Clock nets:
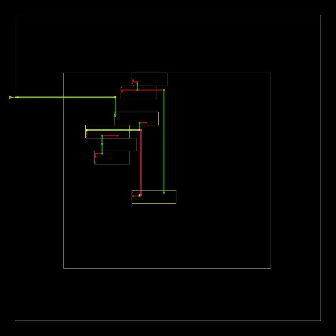
Wire density map:
13 x 13 tiles, from dark purple (low) to yellow (high), scaled to the fullest tile. Values are wire area over tile area, all layers added.
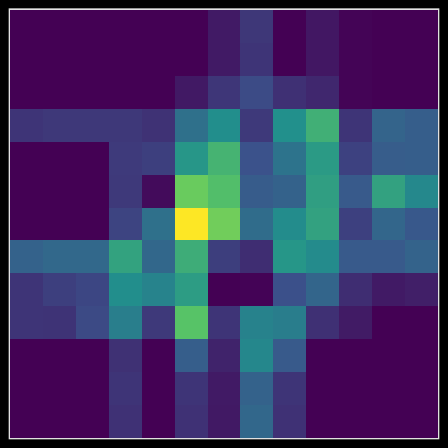
Cell classes on the final placement:
Bar = 20 µm.
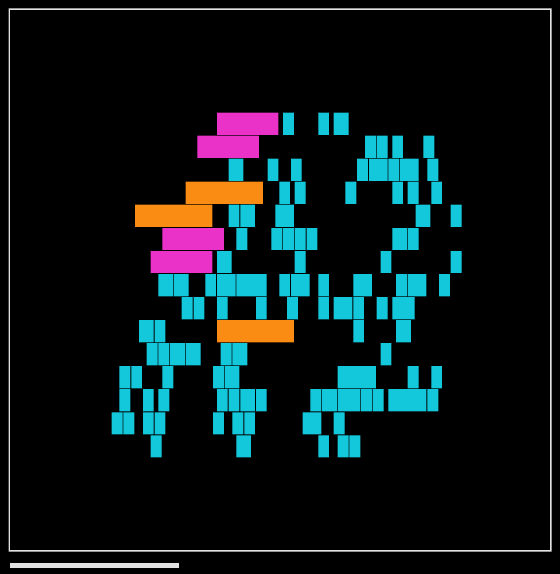
Wiring by layer:
Two of the layers only.
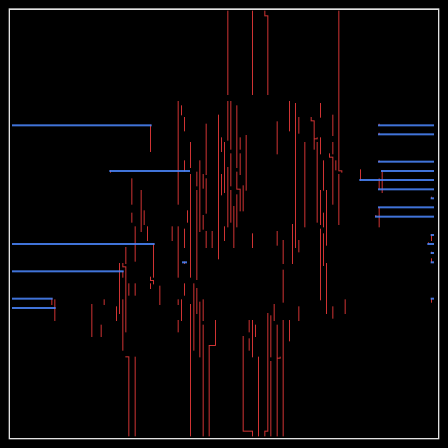
==> src/rtl/unidade_controle_multiciclo.sv <==
// Multicycle RISC-V control unit: Moore FSM driving datapath enables,
// mux selects and the ULA operation for lw/sw/R/I/beq/jal.
module unidade_controle_multiciclo (
    input  logic       clk,
    input  logic       rst_n,
    input  logic [6:0] op,
    input  logic [2:0] funct3,
    input  logic       funct7b5,
    input  logic       Zero,
    output logic       PCWrite,
    output logic       AdrSrc,
    output logic       MemWrite,
    output logic       IRWrite,
    output logic       RegWrite,
    output logic [1:0] ResultSrc,
    output logic [1:0] ALUSrcA,
    output logic [1:0] ALUSrcB,
    output logic [1:0] ImmSrc,
    output logic [2:0] ULAControl,
    output logic [3:0] estado
);

    typedef enum logic [3:0] {
        FETCH    = 4'd0,
        DECODE   = 4'd1,
        MEMADR   = 4'd2,
        MEMREAD  = 4'd3,
        MEMWB    = 4'd4,
        MEMWRITE = 4'd5,
        EXECUTER = 4'd6,
        EXECUTEI = 4'd7,
        ALUWB    = 4'd8,
        BEQ      = 4'd9,
        JAL      = 4'd10
    } state_t;

    localparam logic [6:0] OP_LW   = 7'b0000011;
    localparam logic [6:0] OP_SW   = 7'b0100011;
    localparam logic [6:0] OP_R    = 7'b0110011;
    localparam logic [6:0] OP_I    = 7'b0010011;
    localparam logic [6:0] OP_BEQ  = 7'b1100011;
    localparam logic [6:0] OP_JAL  = 7'b1101111;

    state_t     state;
    state_t     next;
    state_t     st_eff;
    logic       pc_update;
    logic       branch;
    logic [1:0] alu_op;
    logic       ir_write_raw;
    logic       mem_write_raw;
    logic       reg_write_raw;

    // State register with synchronous active-low reset.
    always_ff @(posedge clk) begin
        if (!rst_n) state <= FETCH;
        else        state <= next;
    end

    // Next-state logic; op is only consulted in DECODE and MEMADR.
    always_comb begin
        next = FETCH;
        unique case (state)
            FETCH:    next = DECODE;
            DECODE: begin
                if (op == OP_LW || op == OP_SW) next = MEMADR;
                else if (op == OP_R)            next = EXECUTER;
                else if (op == OP_I)            next = EXECUTEI;
                else if (op == OP_BEQ)          next = BEQ;
                else if (op == OP_JAL)          next = JAL;
                else                            next = FETCH;
            end
            MEMADR:   next = (op == OP_LW) ? MEMREAD : MEMWRITE;
            MEMREAD:  next = MEMWB;
            EXECUTER: next = ALUWB;
            EXECUTEI: next = ALUWB;
            JAL:      next = ALUWB;
            default:  next = FETCH;
        endcase
    end

    // While in reset the outputs present FETCH values with writes masked.
    assign st_eff = rst_n ? state : FETCH;

    // Moore outputs per state, everything defaulting to zero.
    always_comb begin
        ir_write_raw  = 1'b0;
        pc_update     = 1'b0;
        branch        = 1'b0;
        AdrSrc        = 1'b0;
        mem_write_raw = 1'b0;
        reg_write_raw = 1'b0;
        ResultSrc     = 2'b00;
        ALUSrcA       = 2'b00;
        ALUSrcB       = 2'b00;
        alu_op        = 2'b00;
        unique case (st_eff)
            FETCH: begin
                ir_write_raw = 1'b1;
                pc_update    = 1'b1;
                ALUSrcB      = 2'b10;
                ResultSrc    = 2'b10;
            end
            DECODE: begin
                ALUSrcA = 2'b01;
                ALUSrcB = 2'b01;
            end
            MEMADR: begin
                ALUSrcA = 2'b10;
                ALUSrcB = 2'b01;
            end
            MEMREAD:  AdrSrc = 1'b1;
            MEMWB: begin
                ResultSrc     = 2'b01;
                reg_write_raw = 1'b1;
            end
            MEMWRITE: begin
                AdrSrc        = 1'b1;
                mem_write_raw = 1'b1;
            end
            EXECUTER: begin
                ALUSrcA = 2'b10;
                alu_op  = 2'b10;
            end
            EXECUTEI: begin
                ALUSrcA = 2'b10;
                ALUSrcB = 2'b01;
                alu_op  = 2'b10;
            end
            ALUWB:    reg_write_raw = 1'b1;
            BEQ: begin
                ALUSrcA = 2'b10;
                alu_op  = 2'b01;
                branch  = 1'b1;
            end
            JAL: begin
                ALUSrcA   = 2'b01;
                ALUSrcB   = 2'b10;
                pc_update = 1'b1;
            end
            default: ;
        endcase
    end

    assign PCWrite  = rst_n & (pc_update | (branch & Zero));
    assign IRWrite  = rst_n & ir_write_raw;
    assign MemWrite = rst_n & mem_write_raw;
    assign RegWrite = rst_n & reg_write_raw;
    assign estado   = st_eff;

    // ULA operation decode from ALUOp and the instruction fields.
    always_comb begin
        ULAControl = 3'b000;
        unique case (alu_op)
            2'b01: ULAControl = 3'b001;
            2'b10: begin
                unique case (funct3)
                    3'b000:  ULAControl = (op[5] & funct7b5) ? 3'b001 : 3'b000;
                    3'b010:  ULAControl = 3'b101;
                    3'b110:  ULAControl = 3'b011;
                    3'b111:  ULAControl = 3'b010;
                    default: ULAControl = 3'b000;
                endcase
            end
            default: ULAControl = 3'b000;
        endcase
    end

    // Immediate format select, decoded from op in every state.
    always_comb begin
        ImmSrc = 2'b00;
        unique case (op)
            OP_SW:   ImmSrc = 2'b01;
            OP_BEQ:  ImmSrc = 2'b10;
            OP_JAL:  ImmSrc = 2'b11;
            default: ImmSrc = 2'b00;
        endcase
    end

endmodule

==> config.mk <==
export PLATFORM = sky130hd
export DESIGN_NAME = unidade_controle_multiciclo
export DESIGN_NICKNAME = d
export VERILOG_FILES = /design/src/rtl/unidade_controle_multiciclo.sv
export SDC_FILE = /design/constraint.sdc
export NUM_CORES = 1
export LEC_CHECK = 0
export ABC_AREA = 1
export CORE_MARGIN = 10
export CORE_UTILIZATION = 30
export CTS_BUF_LIST = sky130_fd_sc_hd__clkbuf_16
export CTS_CLUSTER_DIAMETER = 100
export DETAILED_ROUTE_END_ITERATION = 8
export DONT_BUFFER_PORTS = 1
export GPL_TIMING_DRIVEN = 0
export PLACE_DENSITY = 0.42
export RECOVER_POWER = 100
export SYNTH_ARGS = -nofsm -noshare
export SYNTH_HDL_FRONTEND = slang
export SYNTH_SLANG_ARGS = --single-unit
==> constraint.sdc <==
create_clock -name clk -period 4.31 [get_ports clk]
set_clock_uncertainty 0.1 [all_clocks]
set_input_delay 0.6465 -clock clk [delete_from_list [all_inputs] [get_ports clk]]
set_output_delay 0.6465 -clock clk [all_outputs]
set_load 0.01 [all_outputs]
==> run summary <==
Summary of implementation figures.

Worst setup path
The start of the worst register-to-register path is state[3]$_SDFF_PN0_. The capture point of the critical path was reported as ULAControl[2]. The capture instance of the worst register-to-register path is state[2]$_SDFF_PN0_. The report lists the cells along the critical path as nand2_1 -> nor2_1 -> inv_1 -> nor2_1 -> ha_1 -> nand3b_1 -> nor3_1. The beginning of the critical path is state[2]$_SDFF_PN0_.

The critical path startpoint category is a register. The logic depth of the worst register-to-register path is 4. The largest driver fanout on the critical path is 6.

Per STA, the worst path accumulates the most delay in the family simple AND/OR/NAND/NOR gates. The critical path depth is 7. The timing report shows the most common cell along the critical path to be nor2_1.

The setup check on the worst reg-to-reg path leaves a slack of ~2.9 ns.

Flow run
The OpenROAD warning count is 27.

Final layout
Once layout is complete, the utilization of the core stands at around 37%. The area of all sequential standard cells is 80.1 µm². The area added between synthesis and finish is 14.8%. The cell type taking the most area is combinational gates. The final cell count without fillers is around 140. The largest registers in the layout are state (4). The ratio of cells with drive above 1 in the final layout is ~8.0%. The register name with the most flops is state. The multi-input combinational cells in the finished layout cover a total of roughly 370 µm². Leaving out fill and tap cells, the most frequent cells in the layout are nand2_1 (27), inv_1 (26), nor2_1 (21). The number of nets in the layout is around 130. Counting the inverters off the clock network in the layout gives 27.

Die
For reference, the placement row count at floorplan is 15. The die covers around 4100 µm². The number of I/O pins is 34.

The die height is roughly 64 µm.

Clocking
The number of setup buffers added after CTS is 0. The clock passes through at most 2 buffers. TritonCTS built the clock tree. The number of gates resized after CTS is 0. The cell chosen for the clock root is clkbuf_16. Per the post-CTS timing run, clock transition at the registers of the reported paths is 0.03 ns.

Power
In this run, power in flip-flops and latches comes to ~0.04 mW. The sequential fraction of design power is a little under a fifth. The power drawn by the combinational cells is between 0.02 and 0.025 mW. In the power breakdown, the internal column shows ~0.16 mW. The combinational fraction of design power is 10.3%. The switching power total is between 0.04 and 0.05 mW. The clock network power share is 70.5%. The switching portion of total power comes to around a fifth.

STA
The relative max-transition margin is between 60 and 70%. Setup repair after global routing left no endpoint under its margin. For the final routed database, the setup TNS stands at 0 ns. Timing would allow up to roughly 380 MHz. Counting endpoints that fail hold in the final report gives 0.

Logic synthesis
For reference, XOR and XNOR gates occupy 0% of the area reported after synthesis. The portion of netlist area occupied by mux cells is 0%. The arithmetic-cell share of the synthesized area counting full adders, half adders and majority gates is roughly 4.4%. In this run, synthesis inferred 0 flip-flops with an integrated enable. The AND-OR/OR-AND share of the synthesized area is between 10% and 20%.

The tally of unique sky130hd cells used after synthesis is 21. The fraction of post-synthesis cell area in the top cell type by area is between 10% and 20%. The cell area that synthesis handed to floorplanning was about 570 µm². The sequential element share of the synthesized area is approximately 14%. The Yosys chip area is ~570 µm². The most instantiated flip-flop cell in the synthesis netlist is dfxtp_1. Yosys stat counts roughly 110 cells in the synthesized netlist.

Place
The worst setup timing slack at the placement stage is between 1.5 and 2 ns. After detailed placement, the design holds a cell count of around 140. The placement summary gives the final routability congestion estimate as approximately 0.75.

Global route
The initial antenna violation count was 0. The met1 global-route usage is just over 9%. The maximum number of pins on one net before global-route repair is 8.

The layer with the highest usage after global routing is met2. The via count of the first global-routing pass is 606. The wire length of the first global-routing pass is 2690 µm.

Worst hold path
STA reports the tightest min-delay check as being of type reg2reg. Hold analysis lists the worst path endpoint as state[0]$_SDFF_PN0_. For the worst min-delay path, the startpoint reported by OpenROAD is state[0]$_SDFF_PN0_.

Status
The run finished with clean final reports.

Route
The wire length recorded after detailed routing is 1660 µm. The routed wire length per instance is 12.0 µm. The routed wire length on met3 is 150 µm.

The DRC violation total after the first TritonRoute iteration is 18. The detailed-router iteration count before antenna repair is 4. The wire length on met2 is 746 µm.
About 'clock nets':
Num CTS Buffers: 3
Late-Pin Clk Latency: 0.22 ns
FF+latch count: 4
P_clk: 0.144 mW
# clk buffers: 3

About 'wire density map':
- nearly empty tiles: 39%
- mean over tiles: 0.067
- densest ninth of the die: middle
- fullest tile: 0.36
- tiles over half the peak: 9.5%

About 'cell classes on the final placement':
- magenta: flops (cells 4; share of their area 13%)
- cyan: combinational and other logic (cells 106; share of their area 75%)
- orange: clock drivers (cells 3; share of their area 12%)

About 'wiring by layer':
- red: metal 2 (wire length 746 µm)
- blue: metal 3 (wire length 150 µm)

No activity file was given, so power comes from the tool's default toggle rates.
